===== config.mk =====
export PLATFORM = sky130hd
export DESIGN_NAME = apb_uart_regs_flat
export DESIGN_NICKNAME = d
export VERILOG_FILES = /design/src/rtl/apb_uart_regs_pkg.sv /design/src/rtl/apb_uart_regs_if.sv /design/src/rtl/apb_uart_regs_fifo.sv /design/src/rtl/apb_uart_regs.sv /design/src/flat_wrapper.sv
export SDC_FILE = /design/constraint.sdc
export NUM_CORES = 1
export LEC_CHECK = 0
export ABC_AREA = 1
export CORE_MARGIN = 8
export CORE_UTILIZATION = 49
export CTS_CLUSTER_DIAMETER = 120
export DETAILED_ROUTE_END_ITERATION = 6
export GPL_ROUTABILITY_DRIVEN = 0
export PLACE_DENSITY = 0.86
export SLEW_MARGIN = 15
export SYNTH_ARGS = -nofsm -noshare
export SYNTH_HDL_FRONTEND = slang
export SYNTH_HIERARCHICAL = 1
export SYNTH_SLANG_ARGS = --single-unit
export TNS_END_PERCENT = 100

===== constraint.sdc =====
create_clock -name pclk -period 2.45 [get_ports pclk]
set_input_delay 0.49 -clock pclk [delete_from_list [all_inputs] [get_ports pclk]]
set_output_delay 0.49 -clock pclk [all_outputs]
set_load 0.02 [all_outputs]

===== src/rtl/apb_uart_regs_pkg.sv =====
// rtl/apb_uart_regs_pkg.sv - register map constants and CTRL layout for the UART APB register bank
package uart_regs_pkg;

  // Word offsets, i.e. paddr[7:2]
  localparam logic [5:0] ADDR_TXDATA  = 6'h00;
  localparam logic [5:0] ADDR_RXDATA  = 6'h01;
  localparam logic [5:0] ADDR_STATUS  = 6'h02;
  localparam logic [5:0] ADDR_CTRL    = 6'h03;
  localparam logic [5:0] ADDR_BAUDDIV = 6'h04;
  localparam logic [5:0] ADDR_INTCLR  = 6'h05;

  localparam int ST_TX_FULL  = 0;
  localparam int ST_TX_EMPTY = 1;
  localparam int ST_RX_FULL  = 2;
  localparam int ST_RX_EMPTY = 3;
  localparam int ST_RX_OVR   = 4;
  localparam int ST_TX_OVF   = 5;

  localparam int CTRL_W = 5;

  typedef struct packed {
    logic err_ie;
    logic rx_ie;
    logic tx_ie;
    logic rx_en;
    logic tx_en;
  } ctrl_t;

  function automatic logic [3:0] sat_count4(input logic [31:0] cnt);
    return (cnt > 32'd15) ? 4'hF : cnt[3:0];
  endfunction

endpackage


===== src/rtl/apb_uart_regs_if.sv =====
// rtl/apb_uart_regs_if.sv - APB bus bundle between the agent and the UART register completer
interface apb_uart_regs_if;
  logic [31:0] paddr;
  logic [31:0] pwdata;
  logic [31:0] prdata;
  logic        psel;
  logic        penable;
  logic        pwrite;

  modport master (output paddr, pwdata, psel, penable, pwrite, input prdata);
  modport slave  (input paddr, pwdata, psel, penable, pwrite, output prdata);
endinterface


===== src/rtl/apb_uart_regs_fifo.sv =====
// rtl/apb_uart_regs_fifo.sv - synchronous FIFO; push while full is accepted when a pop happens in the same cycle
module uart_sync_fifo #(
  parameter int WIDTH = 8,
  parameter int DEPTH = 8
) (
  input  logic                     clk,
  input  logic                     rst_n,
  input  logic                     i_push,
  input  logic [WIDTH-1:0]         i_data,
  input  logic                     i_pop,
  output logic [WIDTH-1:0]         o_head,
  output logic                     o_full,
  output logic                     o_empty,
  output logic [$clog2(DEPTH):0]   o_count
);
  localparam int AW = $clog2(DEPTH);

  logic [WIDTH-1:0] r_mem [DEPTH];
  logic [AW:0]      r_wr_ptr;
  logic [AW:0]      r_rd_ptr;
  logic             w_do_pop;
  logic             w_do_push;

  // Extra pointer MSB distinguishes full from empty when the slot indices match
  assign o_empty   = (r_wr_ptr == r_rd_ptr);
  assign o_full    = (r_wr_ptr[AW] != r_rd_ptr[AW]) && (r_wr_ptr[AW-1:0] == r_rd_ptr[AW-1:0]);
  assign o_count   = r_wr_ptr - r_rd_ptr;
  assign o_head    = r_mem[r_rd_ptr[AW-1:0]];
  assign w_do_pop  = i_pop & ~o_empty;
  assign w_do_push = i_push & (~o_full | w_do_pop);

  always_ff @(posedge clk) begin
    if (w_do_push) r_mem[r_wr_ptr[AW-1:0]] <= i_data;
  end

  always_ff @(posedge clk or negedge rst_n) begin
    if (!rst_n) begin
      r_wr_ptr <= '0;
      r_rd_ptr <= '0;
    end else begin
      if (w_do_push) r_wr_ptr <= r_wr_ptr + 1'b1;
      if (w_do_pop)  r_rd_ptr <= r_rd_ptr + 1'b1;
    end
  end
endmodule


===== src/rtl/apb_uart_regs.sv =====
// rtl/apb_uart_regs.sv - APB completer for the UART: CTRL/BAUDDIV/STATUS registers, TX and RX byte FIFOs, interrupt
module apb_uart_regs
  import uart_regs_pkg::*;
#(
  parameter int          FIFO_DEPTH = 8,
  parameter logic [15:0] BAUD_RST   = 16'd54
) (
  input  logic                 pclk,
  input  logic                 presetn,
  apb_uart_regs_if.slave       apb,
  output logic                 uart_int,
  output logic [7:0]           tx_data,
  output logic                 tx_valid,
  input  logic                 tx_ready,
  input  logic [7:0]           rx_data,
  input  logic                 rx_valid,
  output logic                 tx_en,
  output logic                 rx_en,
  output logic [15:0]          baud_div
);
  localparam int CW = $clog2(FIFO_DEPTH) + 1;

  ctrl_t       r_ctrl;
  logic [15:0] r_baud;
  logic [31:0] r_prdata;
  logic        r_rx_ovr;
  logic        r_tx_ovf;
  logic        r_uart_int;

  logic [5:0]  w_addr;
  logic        w_setup_rd;
  logic        w_wr;
  logic        w_intclr;
  logic        w_tx_push, w_tx_pop, w_tx_full, w_tx_empty;
  logic        w_rx_push, w_rx_pop, w_rx_full, w_rx_empty;
  logic [7:0]  w_rx_head;
  logic [CW-1:0] w_tx_count, w_rx_count;
  logic        w_tx_ovf_set, w_rx_ovr_set;
  logic [31:0] w_status;
  logic [31:0] w_rdata;
  logic        w_unused;

  assign w_addr     = apb.paddr[7:2];
  assign w_setup_rd = apb.psel & ~apb.penable & ~apb.pwrite;
  assign w_wr       = apb.psel & apb.penable & apb.pwrite;
  assign w_intclr   = w_wr & (w_addr == ADDR_INTCLR);

  assign w_tx_push = w_wr & (w_addr == ADDR_TXDATA);
  assign w_tx_pop  = tx_valid & tx_ready;
  // RXDATA pops on the setup edge so the byte lands in prdata for the access phase
  assign w_rx_pop  = w_setup_rd & (w_addr == ADDR_RXDATA);
  assign w_rx_push = rx_valid & r_ctrl.rx_en;

  assign w_tx_ovf_set = w_tx_push & w_tx_full & ~w_tx_pop;
  assign w_rx_ovr_set = w_rx_push & w_rx_full & ~w_rx_pop;

  uart_sync_fifo #(.WIDTH(8), .DEPTH(FIFO_DEPTH)) u_tx_fifo (
    .clk(pclk), .rst_n(presetn),
    .i_push(w_tx_push), .i_data(apb.pwdata[7:0]), .i_pop(w_tx_pop),
    .o_head(tx_data), .o_full(w_tx_full), .o_empty(w_tx_empty), .o_count(w_tx_count)
  );

  uart_sync_fifo #(.WIDTH(8), .DEPTH(FIFO_DEPTH)) u_rx_fifo (
    .clk(pclk), .rst_n(presetn),
    .i_push(w_rx_push), .i_data(rx_data), .i_pop(w_rx_pop),
    .o_head(w_rx_head), .o_full(w_rx_full), .o_empty(w_rx_empty), .o_count(w_rx_count)
  );

  always_comb begin
    w_status              = '0;
    w_status[ST_TX_FULL]  = w_tx_full;
    w_status[ST_TX_EMPTY] = w_tx_empty;
    w_status[ST_RX_FULL]  = w_rx_full;
    w_status[ST_RX_EMPTY] = w_rx_empty;
    w_status[ST_RX_OVR]   = r_rx_ovr;
    w_status[ST_TX_OVF]   = r_tx_ovf;
    w_status[11:8]        = sat_count4(32'(w_rx_count));
  end

  always_comb begin
    w_rdata = '0;
    case (w_addr)
      ADDR_RXDATA:              w_rdata = w_rx_empty ? 32'd0 : {24'd0, w_rx_head};
      ADDR_STATUS, ADDR_INTCLR: w_rdata = w_status;
      ADDR_CTRL:                w_rdata = {{(32-CTRL_W){1'b0}}, r_ctrl};
      ADDR_BAUDDIV:             w_rdata = {16'd0, r_baud};
      default:                  w_rdata = '0;
    endcase
  end

  always_ff @(posedge pclk or negedge presetn) begin
    if (!presetn) begin
      r_ctrl     <= '0;
      r_baud     <= BAUD_RST;
      r_prdata   <= '0;
      r_rx_ovr   <= 1'b0;
      r_tx_ovf   <= 1'b0;
      r_uart_int <= 1'b0;
    end else begin
      if (w_setup_rd) r_prdata <= w_rdata;
      if (w_wr && (w_addr == ADDR_CTRL))    r_ctrl <= ctrl_t'(apb.pwdata[CTRL_W-1:0]);
      if (w_wr && (w_addr == ADDR_BAUDDIV)) r_baud <= apb.pwdata[15:0];
      // A new event in the same cycle as its W1C clear wins
      r_rx_ovr <= w_rx_ovr_set | (r_rx_ovr & ~(w_intclr & apb.pwdata[ST_RX_OVR]));
      r_tx_ovf <= w_tx_ovf_set | (r_tx_ovf & ~(w_intclr & apb.pwdata[ST_TX_OVF]));
      r_uart_int <= (r_ctrl.tx_ie & w_tx_empty) | (r_ctrl.rx_ie & ~w_rx_empty) |
                    (r_ctrl.err_ie & (r_rx_ovr | r_tx_ovf));
    end
  end

  assign apb.prdata = r_prdata;
  assign uart_int   = r_uart_int;
  assign tx_valid   = ~w_tx_empty & r_ctrl.tx_en;
  assign tx_en      = r_ctrl.tx_en;
  assign rx_en      = r_ctrl.rx_en;
  assign baud_div   = r_baud;

  assign w_unused = ^{apb.paddr[31:8], apb.paddr[1:0], apb.pwdata[31:16], w_tx_count};
endmodule


===== src/flat_wrapper.sv =====
// flat-port wrapper written by rule: the top's interface ports become plain ports
module apb_uart_regs_flat import uart_regs_pkg::*;
#(
  parameter int          FIFO_DEPTH = 8,
  parameter logic [15:0] BAUD_RST   = 16'd54
)
  (pclk, presetn, uart_int, tx_data, tx_valid, tx_ready, rx_data, rx_valid, tx_en, rx_en, baud_div, apb_paddr, apb_pwdata, apb_psel, apb_penable, apb_pwrite, apb_prdata);
  apb_uart_regs_if apb_i ();
  input  logic pclk;
  input  logic presetn;
  output logic uart_int;
  output logic [7:0] tx_data;
  output logic tx_valid;
  input  logic tx_ready;
  input  logic [7:0] rx_data;
  input  logic rx_valid;
  output logic tx_en;
  output logic rx_en;
  output logic [15:0] baud_div;
  input wire logic [$bits(apb_i.paddr)-1:0] apb_paddr;
  input wire logic [$bits(apb_i.pwdata)-1:0] apb_pwdata;
  input wire logic [$bits(apb_i.psel)-1:0] apb_psel;
  input wire logic [$bits(apb_i.penable)-1:0] apb_penable;
  input wire logic [$bits(apb_i.pwrite)-1:0] apb_pwrite;
  output wire logic [$bits(apb_i.prdata)-1:0] apb_prdata;
  assign apb_i.paddr = apb_paddr;
  assign apb_i.pwdata = apb_pwdata;
  assign apb_i.psel = apb_psel;
  assign apb_i.penable = apb_penable;
  assign apb_i.pwrite = apb_pwrite;
  assign apb_prdata = apb_i.prdata;
  apb_uart_regs #(.FIFO_DEPTH(FIFO_DEPTH), .BAUD_RST(BAUD_RST)) u_core (.pclk(pclk), .presetn(presetn), .apb(apb_i), .uart_int(uart_int), .tx_data(tx_data), .tx_valid(tx_valid), .tx_ready(tx_ready), .rx_data(rx_data), .rx_valid(rx_valid), .tx_en(tx_en), .rx_en(rx_en), .baud_div(baud_div));
endmodule

==> impl_metrics.json <==
{
  "lay_top_count": "nand2_1",
  "grt_pass1_wl_um": 32100,
  "num_antenna_cells": 0,
  "status": "finished, final reports clean",
  "warning_count": 73,
  "synth.avg_cell_area_um2": 9.82,
  "placed_area_mm2": 0.00971,
  "power.switching_w": 0.00156,
  "ir_drop_uv": 695,
  "cts_sinks": 184,
  "drv_cap": 0,
  "r2r_cells": 13,
  "design_area_mm2": 0.0103,
  "first_global_vias": 6438,
  "rsz0062_at_grt": "yes",
  "critPathLaunchType": "register",
  "finalSetupViolCount": 0,
  "wl_per_cell_um": 16.6,
  "use_met2_pct": 32.9,
  "power_density_mw_per_mm2": 654,
  "slowest_stage": "dfrtp_1",
  "synthToLayoutAreaGrowth_pct": 20.4,
  "end_kind": "primary output",
  "setup_tns_ns": 0,
  "finalNetCount": 1071,
  "grt_max_degree": 34,
  "hold_slack_ns": 0.0680,
  "holdCritPathClass": "in -> async",
  "p_int_w": 0.00520,
  "grt-ovfl-total": 0,
  "cts_hold_buf": 0,
  "leakage_nw": 4.31,
  "path_class": "reg -> out",
  "worstPathMaxFanout": 17,
  "die-area_mm2": 0.0220,
  "seq-power_w": 0.00343,
  "finalMaxSlewViolations": 0,
  "dr_wl_met2_um": 10400,
  "syn_inst": 875
}
-- repair_timing --
action | in CTS | in global routing
hold endpoints to repair | 0 | 0
gates resized | 27 | 12
endpoints found under the setup margin | 9 | 25
cloned | 0 | 0
buffers inserted | 1 | 1
pin swaps | 0 | 2
-- area by class of cell --
class	instances	area, um2	share of cell area (%)
Inverter	55	240	2.32
Tap cell	225	282	2.72
Sequential cell	184	5250	50.8
Clock inverter	13	169	1.63
Clock buffer	19	443	4.28
Timing Repair Buffer	120	1120	10.9
Multi-Input combinational cell	603	2840	27.4
-- critical path, delay by kind of cell, from the launching register on --
family,cells,cell delay (ns)
flip-flops,1,0.42
AND-OR/OR-AND,1,0.10
buffers and inverters,3,0.58
AND/OR/NAND/NOR,5,0.36
### Cell area per tile

(2 px per um) The die is cut into 15 by 15 equal tiles; dark blue is low, red is high, 0 to 100% covered.
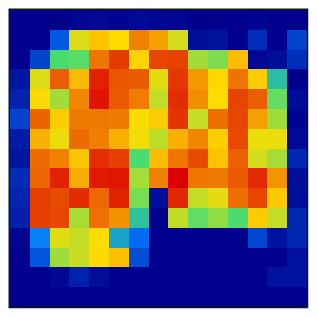
37% of the tiles are over 75% full. The fullest tile reaches 100%. The densest ninth of the die: centre. The emptiest ninth of the die: lower right. 28% of the tiles are nearly empty.
floorplan core density: 49.8%
core area: 0.0172 mm2
Core Util, Final: 60.0%

### Routed clock nets over the placement

(2 px per um)
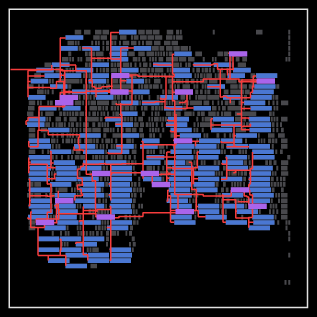
Blue marks flip-flops, count 184. Purple marks clock-net drivers, count 17. Red marks clock wires, length 1930 um.
There are 18 routed clock nets.

### Wires at chosen ports, followed through buffers

(2 px per um)
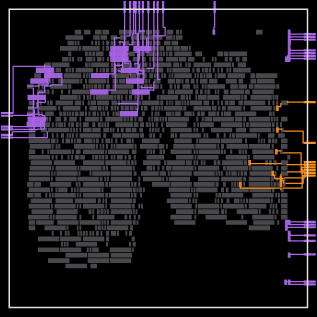
Purple marks apb_prdata, bits 32, direction output, edge 15 right, 11 top, 6 left, end cells 32, buffers 16, wire 802 um. Orange marks tx_data, bits 8, direction output, edge right, end cells 8, buffers 8, wire 180 um.
PortBufs: 80
I/O pin count: 139

